$ cat config.mk
export PLATFORM = sky130hd
export DESIGN_NAME = led_display_row_driver
export DESIGN_NICKNAME = d
export VERILOG_FILES = /design/src/rtl/led_display_row_driver_pkg.sv /design/src/rtl/led_display_row_driver_sclk.sv /design/src/rtl/led_display_row_driver.sv
export SDC_FILE = /design/constraint.sdc
export NUM_CORES = 1
export LEC_CHECK = 0
export CAP_MARGIN = 15
export CORE_MARGIN = 4
export CORE_UTILIZATION = 55
export CTS_CLUSTER_SIZE = 10
export DETAILED_ROUTE_END_ITERATION = 8
export DONT_BUFFER_PORTS = 1
export PLACE_DENSITY = 0.67
export RECOVER_POWER = 50
export SYNTH_ARGS = -nofsm -noshare
export SYNTH_HDL_FRONTEND = slang
export SYNTH_SLANG_ARGS = --single-unit
$ cat constraint.sdc
create_clock -name clk_in -period 2.1 [get_ports clk_in]
set_clock_uncertainty 0.1 [all_clocks]
set_input_delay 0.21 -clock clk_in [delete_from_list [all_inputs] [get_ports clk_in]]
set_output_delay 0.21 -clock clk_in [all_outputs]
set_load 0.1 [all_outputs]
$ cat src/rtl/led_display_row_driver_pkg.sv
// led_display_row_driver_pkg: shared row types, widths, driver states and row helpers
package led_display_row_driver_pkg;

    localparam int GL_NUM_COL_PIXELS = 16;
    localparam int GL_ROW_ADDR_W     = 4;

    typedef struct packed {
        logic [GL_NUM_COL_PIXELS-1:0] red;
        logic [GL_NUM_COL_PIXELS-1:0] green;
        logic [GL_NUM_COL_PIXELS-1:0] blue;
    } rgb_half_t;

    typedef struct packed {
        rgb_half_t top;
        rgb_half_t bot;
    } rgb_row_t;

    localparam int GL_RGB_ROW_W = $bits(rgb_row_t);

    typedef enum logic [2:0] {IDLE, SHIFT, BLANK, LATCH, DISPLAY} led_drv_state_t;

    function automatic logic [2:0] half_msb(rgb_half_t h);
        return {h.blue[GL_NUM_COL_PIXELS-1], h.green[GL_NUM_COL_PIXELS-1], h.red[GL_NUM_COL_PIXELS-1]};
    endfunction

    function automatic rgb_half_t half_shl(rgb_half_t h);
        return '{red: h.red << 1, green: h.green << 1, blue: h.blue << 1};
    endfunction

endpackage

$ cat src/rtl/led_display_row_driver_sclk.sv
// led_sclk_strobe_gen: per-column phase timing, fall/rise strobes and last-column flag
module led_sclk_strobe_gen
    import led_display_row_driver_pkg::*;
#(
    parameter int SCLK_DIV = 4
) (
    input  logic clk_in,
    input  logic reset_in,
    input  logic en,
    output logic rise,
    output logic fall,
    output logic last_col
);
    localparam int PW = $clog2(2 * SCLK_DIV);
    localparam int CW = $clog2(GL_NUM_COL_PIXELS);
    logic [PW-1:0] phase;
    logic [CW-1:0] col;
    always_ff @(posedge clk_in) begin
        if (reset_in || !en) begin
            phase <= '0;
            col   <= CW'(GL_NUM_COL_PIXELS - 1);
        end else if (fall) begin
            phase <= '0;
            col   <= last_col ? col : col - 1'b1;
        end else begin
            phase <= phase + 1'b1;
        end
    end
    assign rise     = en && (phase == PW'(SCLK_DIV - 1));
    assign fall     = en && (phase == PW'(2 * SCLK_DIV - 1));
    assign last_col = (col == '0);
endmodule

$ cat src/rtl/led_display_row_driver.sv
// led_display_row_driver: serialises ready/valid RGB rows onto a HUB75-style panel
module led_display_row_driver
    import led_display_row_driver_pkg::*;
#(
    parameter int SYS_CLK_FREQ   = 100_000_000,
    parameter int SCLK_DIV       = 4,
    parameter int BLANK_CYCLES   = 4,
    parameter int DISPLAY_CYCLES = 1000,
    parameter int SIMULATION     = 0
) (
    input  logic                     clk_in,
    input  logic                     reset_in,
    input  logic [GL_RGB_ROW_W-1:0]  row_in,
    input  logic                     row_valid_in,
    output logic                     row_ready_out,
    input  logic [GL_ROW_ADDR_W-1:0] row_address_in,
    output logic [2:0]               rgb_top_out,
    output logic [2:0]               rgb_bot_out,
    output logic                     sclk_out,
    output logic                     latch_out,
    output logic                     oe_n_out,
    output logic [GL_ROW_ADDR_W-1:0] addr_out
);
    localparam int MAX_DWELL = (BLANK_CYCLES > DISPLAY_CYCLES) ? BLANK_CYCLES : DISPLAY_CYCLES;
    localparam int DW        = $clog2(MAX_DWELL + 1);

    if (SIMULATION != 0) begin : g_param_check
        if (SCLK_DIV < 1 || BLANK_CYCLES < 1 || DISPLAY_CYCLES < 1 || SYS_CLK_FREQ < 1 || GL_NUM_COL_PIXELS < 2)
            $error("led_display_row_driver: parameter out of range");
    end

    led_drv_state_t           state, next_state;
    logic                     rise, fall, last_col, xfer;
    logic [DW-1:0]            dwell;
    logic [GL_ROW_ADDR_W-1:0] addr_q;
    rgb_half_t                sr_top, sr_bot;
    rgb_row_t                 row;

    assign row  = row_in;
    assign xfer = row_valid_in && row_ready_out;

    led_sclk_strobe_gen #(.SCLK_DIV(SCLK_DIV)) u_strobe (
        .clk_in   (clk_in),
        .reset_in (reset_in),
        .en       (state == SHIFT),
        .rise     (rise),
        .fall     (fall),
        .last_col (last_col)
    );

    always_ff @(posedge clk_in) begin
        state <= reset_in ? IDLE : next_state;
        dwell <= (reset_in || state != next_state) ? '0 : (dwell == DW'(MAX_DWELL) ? dwell : dwell + 1'b1);
    end

    always_comb begin
        next_state = state;
        case (state)
            IDLE:    next_state = xfer ? SHIFT : IDLE;
            SHIFT:   next_state = (fall && last_col) ? BLANK : SHIFT;
            BLANK:   next_state = (dwell == DW'(BLANK_CYCLES - 1)) ? LATCH : BLANK;
            LATCH:   next_state = DISPLAY;
            DISPLAY: next_state = (dwell == DW'(DISPLAY_CYCLES - 1)) ? IDLE : DISPLAY;
            default: next_state = IDLE;
        endcase
    end

    // ready rises one cycle after entering IDLE, giving the full row period between transfers
    always_ff @(posedge clk_in) begin
        if (reset_in) begin
            row_ready_out <= 1'b0;
            sclk_out      <= 1'b0;
            latch_out     <= 1'b0;
            oe_n_out      <= 1'b1;
            addr_out      <= '0;
            addr_q        <= '0;
            rgb_top_out   <= '0;
            rgb_bot_out   <= '0;
            sr_top        <= '0;
            sr_bot        <= '0;
        end else begin
            row_ready_out <= (state == IDLE) && !xfer;
            sclk_out      <= (state == SHIFT) && (rise || (sclk_out && !fall));
            latch_out     <= (next_state == LATCH);
            oe_n_out      <= (next_state == BLANK) ? 1'b1 : (next_state == DISPLAY) ? 1'b0 : oe_n_out;
            if (next_state == LATCH)
                addr_out <= addr_q;
            if (xfer) begin
                addr_q      <= row_address_in;
                rgb_top_out <= half_msb(row.top);
                rgb_bot_out <= half_msb(row.bot);
                sr_top      <= half_shl(row.top);
                sr_bot      <= half_shl(row.bot);
            end else if (fall && !last_col) begin
                rgb_top_out <= half_msb(sr_top);
                rgb_bot_out <= half_msb(sr_bot);
                sr_top      <= half_shl(sr_top);
                sr_bot      <= half_shl(sr_bot);
            end
        end
    end
endmodule

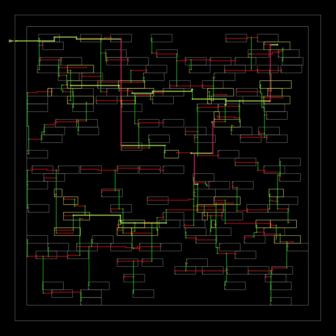
*Clock routing*
clk pwr: 0.00278 W
number of clock buffers in the layout: 27
number of sinks on the clock net: 128
FFs & Latches: 128

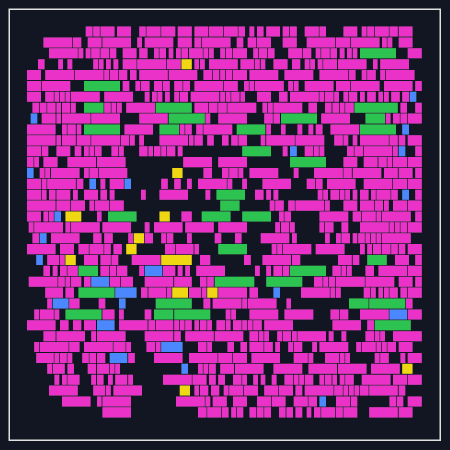
*Cells by drive strength*
Scale: 4 px per µm.
legend:
  drive 6 and up:
    colour: green
    cells: 33
    most_used: clkbuf_16
  drive 1 or less:
    colour: magenta
    cells: 731
    most_used: nand2_1
  drive 3 to 4:
    colour: yellow
    cells: 12
    most_used: buf_4
  drive 2:
    colour: blue
    cells: 24
    most_used: clkbuf_2
Area Overhead vs Synth: 33.28%
Design Area, Final: 0.007241 mm²

==> impl_summary.log <==
[flow] collecting metrics
[metrics] hold violation total from the final report: 0
[metrics] clock tree root driver cell: clkbuf_8
[metrics] fin crit share: about 95%
[metrics] Placement Rows: 36
[metrics] Vert. Die Dim: 107.4 µm
[metrics] overall routing resource usage: 25.95%
[metrics] number of buffers created by CTS: 17
[metrics] clk buf depth: 2
[metrics] status: finished, final reports clean
[metrics] biggest fanout along the worst timing path: 25
[metrics] proportion of synthesized flip-flops having asynchronous set or reset: 0%
[metrics] cell type with the largest total area after synthesis: dfxtp_1
[metrics] P_leak: 2.671 nW
[metrics] Iter 0 DRT Violations: 415
[metrics] kind of capture point of the worst setup path: register
[metrics] Bufs and invs on worst path: 2
[metrics] ratio of cells with drive above 1 in the final layout: 8.625%
[metrics] count of H-tree levels built during CTS: 4
[metrics] unrepaired setup endpoints after global routing: yes
[metrics] count of TritonRoute iterations in the first routing pass: 6
[metrics] half-perimeter wire length after detailed placement: 8066 µm
[metrics] crit path from: u_strobe.col[0]
[metrics] type of the tightest min-delay check: primary input to register
[metrics] cell count after synthesis: between 600 and 700
[metrics] Dominant flop cell: dfxtp_1
[metrics] Worst Path Class, Setup: register to register
[metrics] critical path's largest stage delay: 0.42 ns
[metrics] post-route minimum period: 1.994 ns
[metrics] Buffers on Ports: 0
[metrics] worst-path cell chain: inv_1, ha_1, or3b_1, nand4_4, buf_12, nand2_1, a31oi_2
[metrics] clock latency of the later-clocked register in the worst-skew pair: between 0.5 and 0.6 ns
[metrics] placeable core region: 0.009684 mm²
[metrics] CTS tree: done
[metrics] Hold WS: approximately 0.066 ns
[metrics] highest attainable clock frequency: 0.5015 GHz
[metrics] filler cell count: 691
[metrics] number of cells in Yosys stat: 694
[metrics] DR WL/cell: 15.59 µm
[metrics] syn_nets: roughly 800
[metrics] final weighted congestion in routability-driven placement: 0.7522
[metrics] data arrival at the endpoint of the critical path: roughly 2.3 ns
[metrics] # DRC: 0
[metrics] Slew Limit Fails: 0
[metrics] post-synthesis chip area from yosys: 0.005433 mm²
[metrics] vias per std cell: between 5 and 6
[metrics] tool warning count: 30
[metrics] I/O pin cnt: 117
[metrics] Req. time, crit path: 2.43 ns
[metrics] number of synthesized flops with an enable pin: 0
[metrics] worst-margin pin slew: roughly 0.83 ns
[metrics] utilization after layout: 74.77%
[metrics] leading post-synthesis cells by cell area: dfxtp_1 (47%), nand2_1 (14%), a31oi_1 (10%)
[metrics] worst IR drop on VDD: 0.6786 mV
[metrics] area share of the largest cell type after synthesis: around 47%
[metrics] number of max-cap violations: 0
[metrics] most common cell in the synthesized netlist: nand2_1
[metrics] Post-layout nets: roughly 900
[metrics] element type at the critical path start: register
[metrics] wire length of the first global-routing pass: approximately 24000 µm
[metrics] number of antenna violations at the first check in global routing: 0
[metrics] kind of cell with the highest combined delay on the critical path: simple AND/OR/NAND/NOR gates
[metrics] critical hold path startpoint: row_valid_in
[metrics] largest net degree at the start of global routing: slightly below 70
[metrics] clock transition time at the flip-flop clock pins of the worst setup and hold paths: 0.06 ns
[metrics] synthesis-stage register bit count: 128
[metrics] Cell Type Count: between 40 and 50
[metrics] x dimension of the die: 107.4 µm
[metrics] number of failing setup endpoints in the final timing report: 0
[metrics] Crit-path slowest cell: or3b_1
[metrics] number of global-route vias before repair: approximately 5.3k
[metrics] antenna diode count: 0
[metrics] tightest slew margin relative to the limit: 44.15%
[metrics] top post-synthesis cells by count: nand2_1 (204), dfxtp_1 (128), a31oi_1 (90), o21ai_0 (90), clkbuf_1 (33)
[metrics] PD cells: 836.7 mW/mm²
[metrics] aggregate global routing overflow: 0
[metrics] Critical R2R Launch: u_strobe.col[0]
[metrics] starting density of the core: 56.10%
[metrics] yosys warning tally: 0
[metrics] antenna violation net count after detailed routing: 0
[metrics] Post-DP Area: 0.005679 mm²
[metrics] mean instance size in the synthesized netlist: 7.828 µm²
[metrics] sequential share of the synthesized area: between 40% and 50%
[metrics] area enclosed by the die boundary: 0.01153 mm²
[metrics] total standard cell area after synthesis: 0.005433 mm²
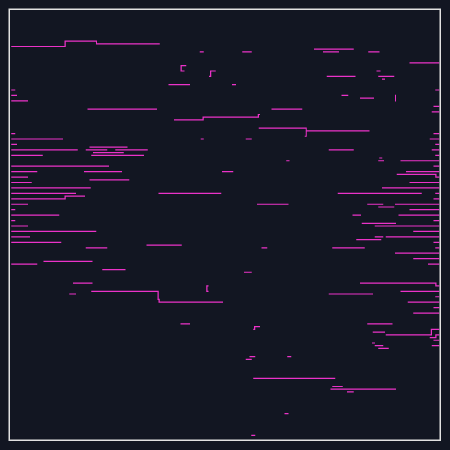
*The metal 3 layer*
Scale: 4 px per µm.
wire length on this layer: 885 µm
longest straight run: 24.1 µm
number of vias after detailed routing: 5291
final wirelength: 14550 µm
met3 usage: 7.618%

## metrics by stage
stage / worst slack, ns / instances / setup TNS [ns] / power, W
global route: -0.004249 / 933 / -0.006485 / 0.006307
finish: 0.1059 / 933 / 0 / 0.006058
global placement: 0.2425 / 800 / 0 / 0.003137
detailed placement: 0.1715 / 800 / 0 / 0.003156
CTS: 0.1495 / 933 / 0 / 0.006093
floorplan: 0.2748 / 694 / 0 / 0.003053
## report_power, final
part,switching (W),internal [W],leakage [nW],total [W]
combinational,0.000341,0.000273,1.34,0.000614
sequential,0.0000881,0.00258,1.05,0.00267
clock,0.000995,0.00178,0.280,0.00278
## area by class of cell
type | count | area [µm²] | area share, %
multi-input combinational | 500 | 2606 | 35.99
sequential | 128 | 2562 | 35.39
timing repair buffer | 132 | 1303 | 17.99
clock buffer | 27 | 521.8 | 7.206
tap | 133 | 166.4 | 2.298
clock inverter | 4 | 47.55 | 0.6566
inverter | 9 | 33.78 | 0.4666
## cell families after synthesis
kind of cell / Yosys count / share of synthesized area, %
buffers and inverters: 66 / 5.274
XOR/XNOR: 9 / 1.451
AND-OR/OR-AND: 208 / 21.88
flip-flops: 128 / 47.17
AND/OR/NAND/NOR: 270 / 21.49
adder cells (fa/ha/maj): 7 / 1.612
multiplexers: 6 / 1.129
## worst paths after layout
check                       to  cells past startpoint  slack [ns]
max             rgb_bot_out[2]                      7        0.11
min                 sr_bot[36]                      2        0.07
max reg2reg     rgb_bot_out[2]                      7        0.11
min reg2reg  u_strobe.phase[0]                      1        0.34
## worst register-to-register path: stages (launching register included)
cell and delay [ns]:
dfxtp_1 0.33, inv_1 0.09, ha_1 0.18, or3b_1 0.42
nand4_4 0.29, buf_12 0.21, nand2_1 0.08, a31oi_2 0.21
## sequential cells by signal, summed over array words and instances (netlist names)
register        count
latch_out           1
sr_bot             45
addr_q              4
oe_n_out            1
dwell              10
sr_top             45
u_strobe.col        4
rgb_bot_out         3
state               3
row_ready_out       1
sclk_out            1
u_strobe.phase      3
addr_out            4
rgb_top_out         3
## routing by layer
layer	vias up	part of all wire (%)	GRT usage (%)
met3	28	6.1	7.618
li1	2597	-	-
met4	0	1.9	8.476
met2	192	49	44.41
met1	2474	43	31.29
met5	-	0	0
## cell usage in the layout, fill, tap and decap left out, types with 5 or more instances in the layout
cell type / instances
dlygate4sd3_1: 102
xnor2_1: 7
clkbuf_16: 16
inv_1: 9
buf_4: 7
mux2i_1: 5
nand3_1: 14
o21ai_0: 90
ha_1: 6
nand2_1: 203
clkbuf_2: 13
nor2_1: 21
buf_12: 6
a31oi_1: 89
a21oi_1: 18
clkbuf_8: 8
nor3_1: 6
dfxtp_1: 128
## what timing repair did
item,in CTS,in global routing
buffers inserted,0,0
gates resized,0,3
hold endpoints to repair,126,0
setup endpoints to repair,0,2
hold buffers,102,0
No activity file was given, so power comes from the tool's default toggle rates.
